[src/rtl/board_input_debouncer.sv]
// Board pushbutton/switch conditioner: two-flop synchroniser, prescaled sampling,
// and per-channel run-length qualification producing clean levels plus edge pulses.
module board_input_debouncer #(
    parameter int NUM_INPUTS    = 4,
    parameter int TICK_DIV      = 50000,
    parameter int STABLE_COUNT  = 8,
    parameter bit ACTIVE_LOW_IN = 1'b1
) (
    input  logic                  clk,
    input  logic                  reset,
    input  logic [NUM_INPUTS-1:0] btn_raw,
    output logic [NUM_INPUTS-1:0] btn_level,
    output logic [NUM_INPUTS-1:0] btn_rise,
    output logic [NUM_INPUTS-1:0] btn_fall,
    output logic                  sample_tick
);

    localparam int PW = $clog2(TICK_DIV);
    localparam int CW = $clog2(STABLE_COUNT + 1);
    localparam logic [PW-1:0] PRESC_LAST = PW'(TICK_DIV - 1);
    localparam logic [CW-1:0] CNT_LAST   = CW'(STABLE_COUNT - 1);
    localparam logic [NUM_INPUTS-1:0] RAW_IDLE = ACTIVE_LOW_IN ? {NUM_INPUTS{1'b1}}
                                                               : {NUM_INPUTS{1'b0}};

    typedef enum logic {
        CH_IDLE       = 1'b0,
        CH_QUALIFYING = 1'b1
    } chan_state_e;

    logic [NUM_INPUTS-1:0] sync1;
    logic [NUM_INPUTS-1:0] sync2;
    logic [NUM_INPUTS-1:0] s;
    logic [PW-1:0]         presc;
    logic                  tick_q;

    logic [CW-1:0]         cnt      [NUM_INPUTS];
    logic [CW-1:0]         cnt_nxt  [NUM_INPUTS];
    chan_state_e           chan_state [NUM_INPUTS];
    logic [NUM_INPUTS-1:0] level_q;
    logic [NUM_INPUTS-1:0] level_nxt;
    logic [NUM_INPUTS-1:0] rise_q;
    logic [NUM_INPUTS-1:0] rise_nxt;
    logic [NUM_INPUTS-1:0] fall_q;
    logic [NUM_INPUTS-1:0] fall_nxt;

    // Sync flops idle at the raw-inactive value so reset release never looks like a press.
    always_ff @(posedge clk) begin
        if (!reset) begin
            sync1 <= RAW_IDLE;
            sync2 <= RAW_IDLE;
        end else begin
            sync1 <= btn_raw;
            sync2 <= sync1;
        end
    end

    assign s = ACTIVE_LOW_IN ? ~sync2 : sync2;

    always_ff @(posedge clk) begin
        if (!reset) begin
            presc  <= '0;
            tick_q <= 1'b0;
        end else begin
            tick_q <= (presc == PRESC_LAST);
            presc  <= (presc == PRESC_LAST) ? '0 : presc + PW'(1);
        end
    end

    // Channel state register: counter, accepted level and edge pulses.
    always_ff @(posedge clk) begin
        if (!reset) begin
            for (int i = 0; i < NUM_INPUTS; i++) begin
                cnt[i] <= '0;
            end
            level_q <= '0;
            rise_q  <= '0;
            fall_q  <= '0;
        end else begin
            for (int i = 0; i < NUM_INPUTS; i++) begin
                cnt[i] <= cnt_nxt[i];
            end
            level_q <= level_nxt;
            rise_q  <= rise_nxt;
            fall_q  <= fall_nxt;
        end
    end

    always_comb begin
        for (int i = 0; i < NUM_INPUTS; i++) begin
            chan_state[i] = (cnt[i] == '0) ? CH_IDLE : CH_QUALIFYING;
        end
    end

    // Next-state: only a sample tick may move a channel; pulses default low.
    always_comb begin
        level_nxt = level_q;
        rise_nxt  = '0;
        fall_nxt  = '0;
        for (int i = 0; i < NUM_INPUTS; i++) begin
            cnt_nxt[i] = cnt[i];
            if (tick_q) begin
                if (s[i] == level_q[i]) begin
                    if (chan_state[i] == CH_QUALIFYING) begin
                        cnt_nxt[i] = '0;
                    end
                end else if (cnt[i] == CNT_LAST) begin
                    level_nxt[i] = s[i];
                    rise_nxt[i]  = s[i];
                    fall_nxt[i]  = ~s[i];
                    cnt_nxt[i]   = '0;
                end else begin
                    cnt_nxt[i] = cnt[i] + CW'(1);
                end
            end
        end
    end

    always_comb begin
        btn_level   = level_q;
        btn_rise    = rise_q;
        btn_fall    = fall_q;
        sample_tick = tick_q;
    end

endmodule

[config.mk]
export PLATFORM = sky130hd
export DESIGN_NAME = board_input_debouncer
export DESIGN_NICKNAME = d
export VERILOG_FILES = /design/src/rtl/board_input_debouncer.sv
export SDC_FILE = /design/constraint.sdc
export NUM_CORES = 1
export LEC_CHECK = 0
export ABC_CLOCK_PERIOD_IN_PS = 3100
export CORE_MARGIN = 1.5
export CORE_UTILIZATION = 55
export CTS_CLUSTER_SIZE = 28
export DETAILED_ROUTE_END_ITERATION = 10
export GPL_ROUTABILITY_DRIVEN = 0
export GPL_TIMING_DRIVEN = 0
export PLACE_DENSITY_LB_ADDON = 0.25
export RECOVER_POWER = 100
export SETUP_SLACK_MARGIN = 0.5
export SLEW_MARGIN = 5
export SYNTH_ARGS = -nofsm -noshare
export SYNTH_HDL_FRONTEND = slang
export SYNTH_SLANG_ARGS = --single-unit
[constraint.sdc]
create_clock -name clk -period 3.1 [get_ports clk]
set_input_delay 0.465 -clock clk [delete_from_list [all_inputs] [get_ports clk]]
set_output_delay 0.465 -clock clk [all_outputs]
set_load 0.02 [all_outputs]
==> design notes, run 1 <==
The floorplan report gives the top-level pin count as 19. The flow measured a signed area growth from synthesis to layout of 14.4%. Row generation in the floorplan step produced 23 rows.

Looking at hold timing, the worst path starts from sync1[0]. The flow ran to the end, and the final reports show no timing, DRC or antenna violations. For the final standard cell utilization of the core, the log shows 65.4%. The clock root buffer is clkbuf_8. The worst path in the final design needs a cycle of 1.91 ns, including I/O delays and setup. The group that draws the most power in this run is sequential cells. The sequential logic power is 696 uW. The power report shows net switching accounting for 20.5% of the total. Registers take 1060 sq um. With the cell internal power dissipation at 903 uW, the buffer and inverter count on the worst path is 1. The critical path launch point was btn_level[0]. Across the whole layout, storage elements make up 40.6% of the cell area. The clock-pin slew reported for the worst setup and hold paths after clock tree synthesis was 0.08 ns; the setup slack of the most critical reg-to-reg path was 1.25 ns. The tools report the number of buffers added to fix hold violations after cts as 0. The tools report the startpoint of the worst-slack reg-to-reg timing path as presc[0].

The largest delay contributor family on the critical path was buffers and inverters. Setup repair after global routing left no endpoint under its margin. The analysis reports a worst IR drop on VDD of 0.000275 V.

Cell total in the yosys stat output: 252. In the synthesized netlist the dominant register cell turns out to be dfxtp_1. The post-CTS setup repair buffer count is 0. With the number of non-clock inverters at 19, the async set-reset flop share out of synthesis is 0%. The top cell type by area accounts for 46.4% of the synthesized area. The worst hold path belongs to the class reg -> reg. The library cell used most frequently in the layout, excluding fill and tap cells, is dfxtp_1. After layout, the design draws a total of 1140 uW. The clock share of power was 36.1%. The power report attributes to the sequential group a share of 61.2%. Setup slack on the critical path of the routed design comes to 1.19 ns. During synthesis, Yosys emitted a total of 0 warnings.
run 1: layer usage:
| layer | vias to the layer above | routed length [microns] | share of wire, % |
|---|---|---|---|
| li1 | 922 | - | - |
| met1 | 828 | 1920 | 48 |
| met2 | 25 | 1920 | 48 |
| met3 | 6 | 109 | 2.7 |
| met4 | 0 | 69 | 1.7 |
| met5 | - | 0 | 0 |
run 1: cells by family after synthesis:
kind of cell	count (synthesis)	share of synthesized area, %
AND-OR/OR-AND	34	10.3
XOR/XNOR	20	8.32
adder cells (fa/ha/maj)	9	4.93
buffers and inverters	26	4.38
flip-flops	53	46.4
AND/OR/NAND/NOR	110	25.6
run 1: flip-flops by register name (all words and copies together), names as in the netlist:
signal,count
cnt,16
presc,16
btn_fall,4
btn_level,4
btn_rise,4
sync1,4
sync2,4
sample_tick,1
Fig. 1: run 1, congestion heat map
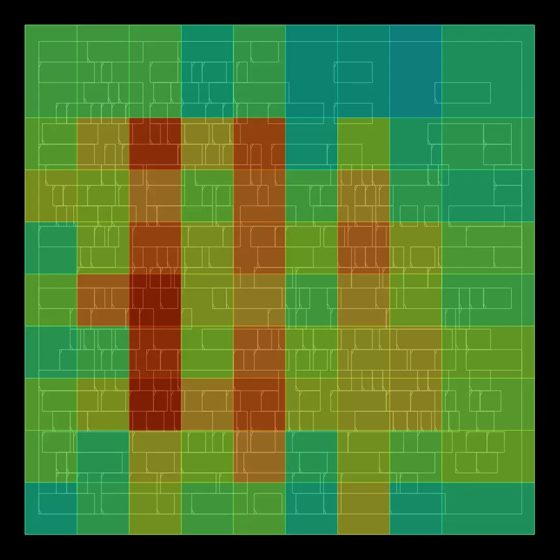
global-route layer with the greatest usage: met2
met3 Use GR: 5.67%

Fig. 2: run 1, signal wires on met3
(6 px per micron) Cells faint in the background.
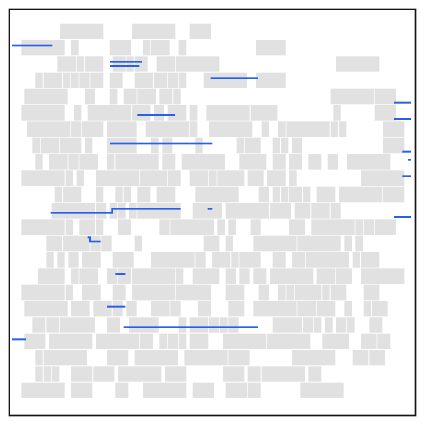
longest straight run: 22.1 microns
wire length on this layer: 110 microns
share of all routed wire: 2.7%
main direction: horizontal
WL final: 4020 microns
number of vias in the routed layout: 1781

Fig. 3: run 1, metal layers overlaid
(8 px per micron) Two of the layers only.
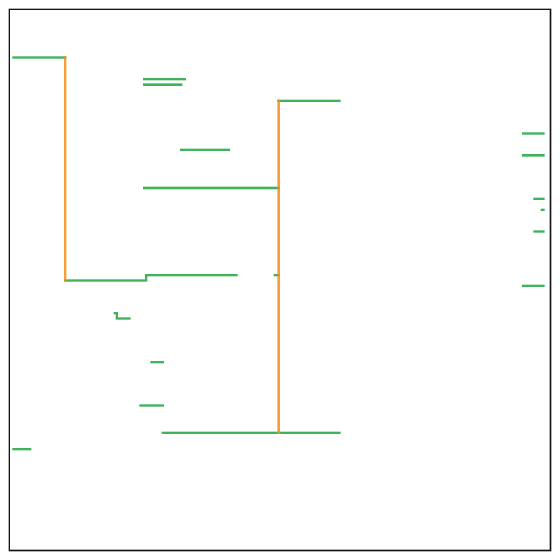
| layer | colour | wire length |
|---|---|---|
| M3 | green | 110 microns |
| M4 | orange | 69.4 microns |
combined global-route utilization of all metal layers: 20.3%
wire length per cell after detailed routing: 12.3 microns

Fig. 4: run 1, the metal 1 layer
(8 px per micron) Supply wires on this layer in grey. Cells faint in the background.
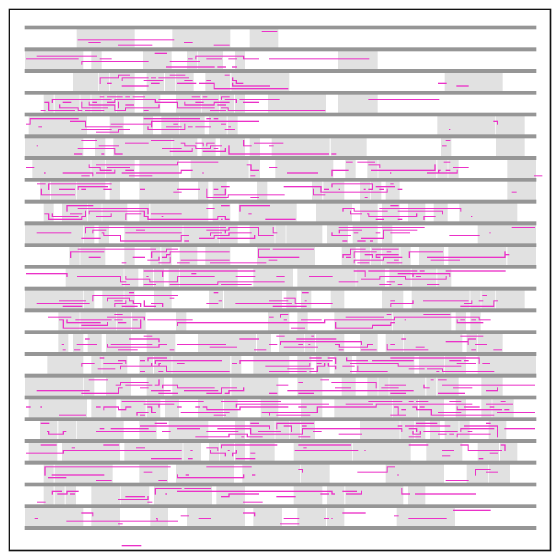

==> run 1 -> run 2 <==
Settings changed: ABC_CLOCK_PERIOD_IN_PS 3100 to 1550, CORE_UTILIZATION 55 to 51.
Clock period 3.1 ns to 1.55 ns, I/O delays scaled along.
Fig. 5: run 2, the metal 1 layer
(8 px per micron) Supply wires on this layer in grey. Cells faint in the background.
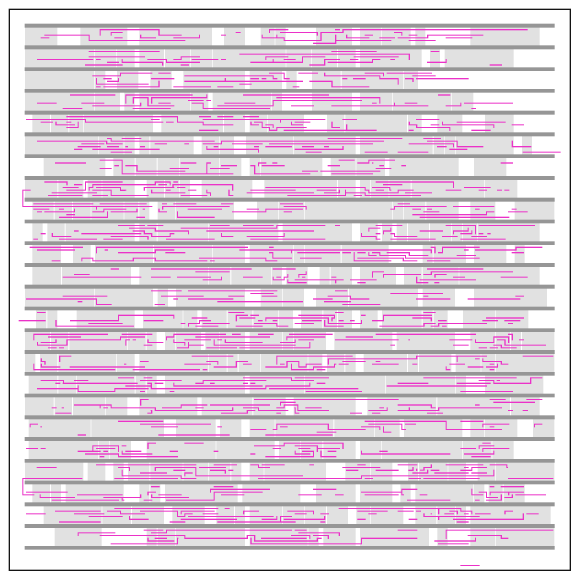
main direction: horizontal
nets with wire on the layer: 311
share of all routed wire: 39%
wire length on this layer: 3100 microns
longest straight run: 23.9 microns

Fig. 6: run 2, where the registers sit
(6 px per micron)
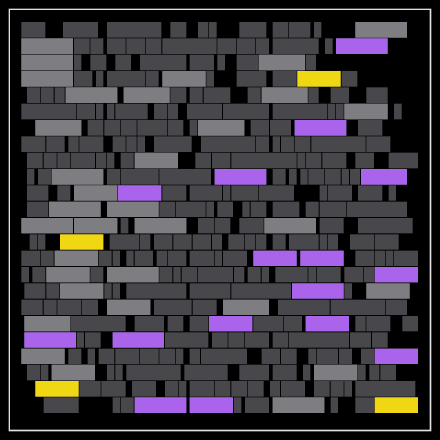
| name in the netlist | colour | placed flops |
|---|---|---|
| btn_fall | yellow | 4 |
| cnt | purple | 16 |

==> design notes, run 2 <==
The global-route layer with the greatest usage is met2 (unchanged). The flow ran to the end, but the final reports show violations. The sequential share of power came out at 55.1% (was 61.2%). The length of routed wiring on met1 was 3100 microns (was 1920 microns); the layout-stage area growth over the synthesis result was 63.0% (was 14.4%).

Prevailing post-synth register cell: dfxtp_1 (unchanged). Most frequent logic cell in the layout: buf_4 (was dfxtp_1). The run gives 4030 microns (was 1920 microns) as the detailed-routed wire length on met2.

For the number of buffers inserted during clock tree synthesis, the log shows 5 (unchanged). Setup repair after global routing could not meet its margin everywhere. The checks that failed: setup timing. The tools report the routed wire length as 7870 microns (was 4020 microns).

Topmost layer with routed signal wires: met4 (unchanged). The buffer and inverter count on the worst path is 1 (unchanged), and the total of warnings raised by yosys is 0 (unchanged). The largest delay contributor family on the critical path is simple AND/OR/NAND/NOR gates (was buffers and inverters). The clock period minus final worst setup slack was 1.58 ns.

Sum of internal, switching and leakage power: 2490 uW (was 1140 uW). The switching share of total power is 22.2% (was 20.5%). The clock-net power is 991 uW (was 411 uW). The startpoint of the worst-slack reg-to-reg timing path is cnt[0][0] (was presc[0]). Ordered list of cells on the worst path: ha_4 > and3b_2 > buf_4 > nor4b_2 > a21oi_1 > nor2_1 (was dlygate4sd3_1). The wire length per cell after detailed routing is 20.9 microns (was 12.3 microns), and the cell total in the yosys stat output is 252 (unchanged).

Critical path launch point: cnt[0][0] (was btn_level[0]). The global-route usage over all layers was 25.1% (was 20.3%); the met3 layer usage reported by global route was 4.76% (was 5.67%). Leading registers by flop count: cnt x16, presc x16 (unchanged).

The number of port buffers is 17 (unchanged), and the post-CTS setup repair buffer count is 27 (was 0). The run gives 0.000742 V (was 0.000275 V) for the maximum vdd ir drop. The clock share of power was 39.9% (was 36.1%); the sequential logic power was 1370 uW (was 696 uW). The biggest power consumer among the groups was sequential cells (unchanged). Number of buffers added to fix hold violations after cts: 0 (unchanged).

Detailed-route via count: 2249 (was 1781). For the length of the first detailed-routing pass in iterations, the log shows 4 (unchanged). The total length of routed met3 wires was 360 microns (was 109 microns). For the met1 capacity usage during global routing, the log shows 30.1% (was 25.3%). Cell resize tally after clock tree synthesis: 114 (was 0). The logs give 86.2% (was 65.4%) for the final standard cell utilization of the core and 1.77 ns (was 2.63 ns) for the required arrival time at the worst endpoint. The area share of the largest cell type after synthesis was 46.4% (unchanged). For the cell internal power dissipation, the log shows 1930 uW (was 903 uW). The tools report the I/O pin total as 19 (unchanged).

The placement row count was 24 (was 23); the clock-pin slew reported for the worst setup and hold paths after clock tree synthesis was 0.10 ns (was 0.08 ns). The tools report the final-report setup violation count as 1 (was 0). For the total DRC errors in the routed layout, the log shows 0 (unchanged). The class of the tightest hold or removal check was in -> reg (was reg -> reg). The tools report the final worst-path setup slack as -0.0332 ns (was 1.19 ns).

The tools report the hold path startpoint as reset (was sync1[0]). Final net count: 338 (was 291).
==> run 2: logic make-up after synthesis <==
| family | Yosys count | share of synthesized area, % |
|---|---|---|
| adders and majority gates | 9 | 4.93 |
| AOI/OAI and AO/OA | 34 | 10.3 |
| and+or+nand+nor | 110 | 25.6 |
| DFF | 53 | 46.4 |
| buffers and inverters | 26 | 4.38 |
| xor gates and xnor gates | 20 | 8.32 |
==> run 2: final cells by class <==
type / count / area, sq um
plain buffers: 7 / 62.6
clock buffers: 7 / 86.3
clock inverters: 1 / 30.0
fillers: 205 / 598
inverters: 19 / 83.8
multi-input cells: 173 / 1700
flip-flops and latches: 53 / 1150
well taps: 52 / 65.1
repair buffers: 64 / 549
Power and IR drop assume default switching activity.
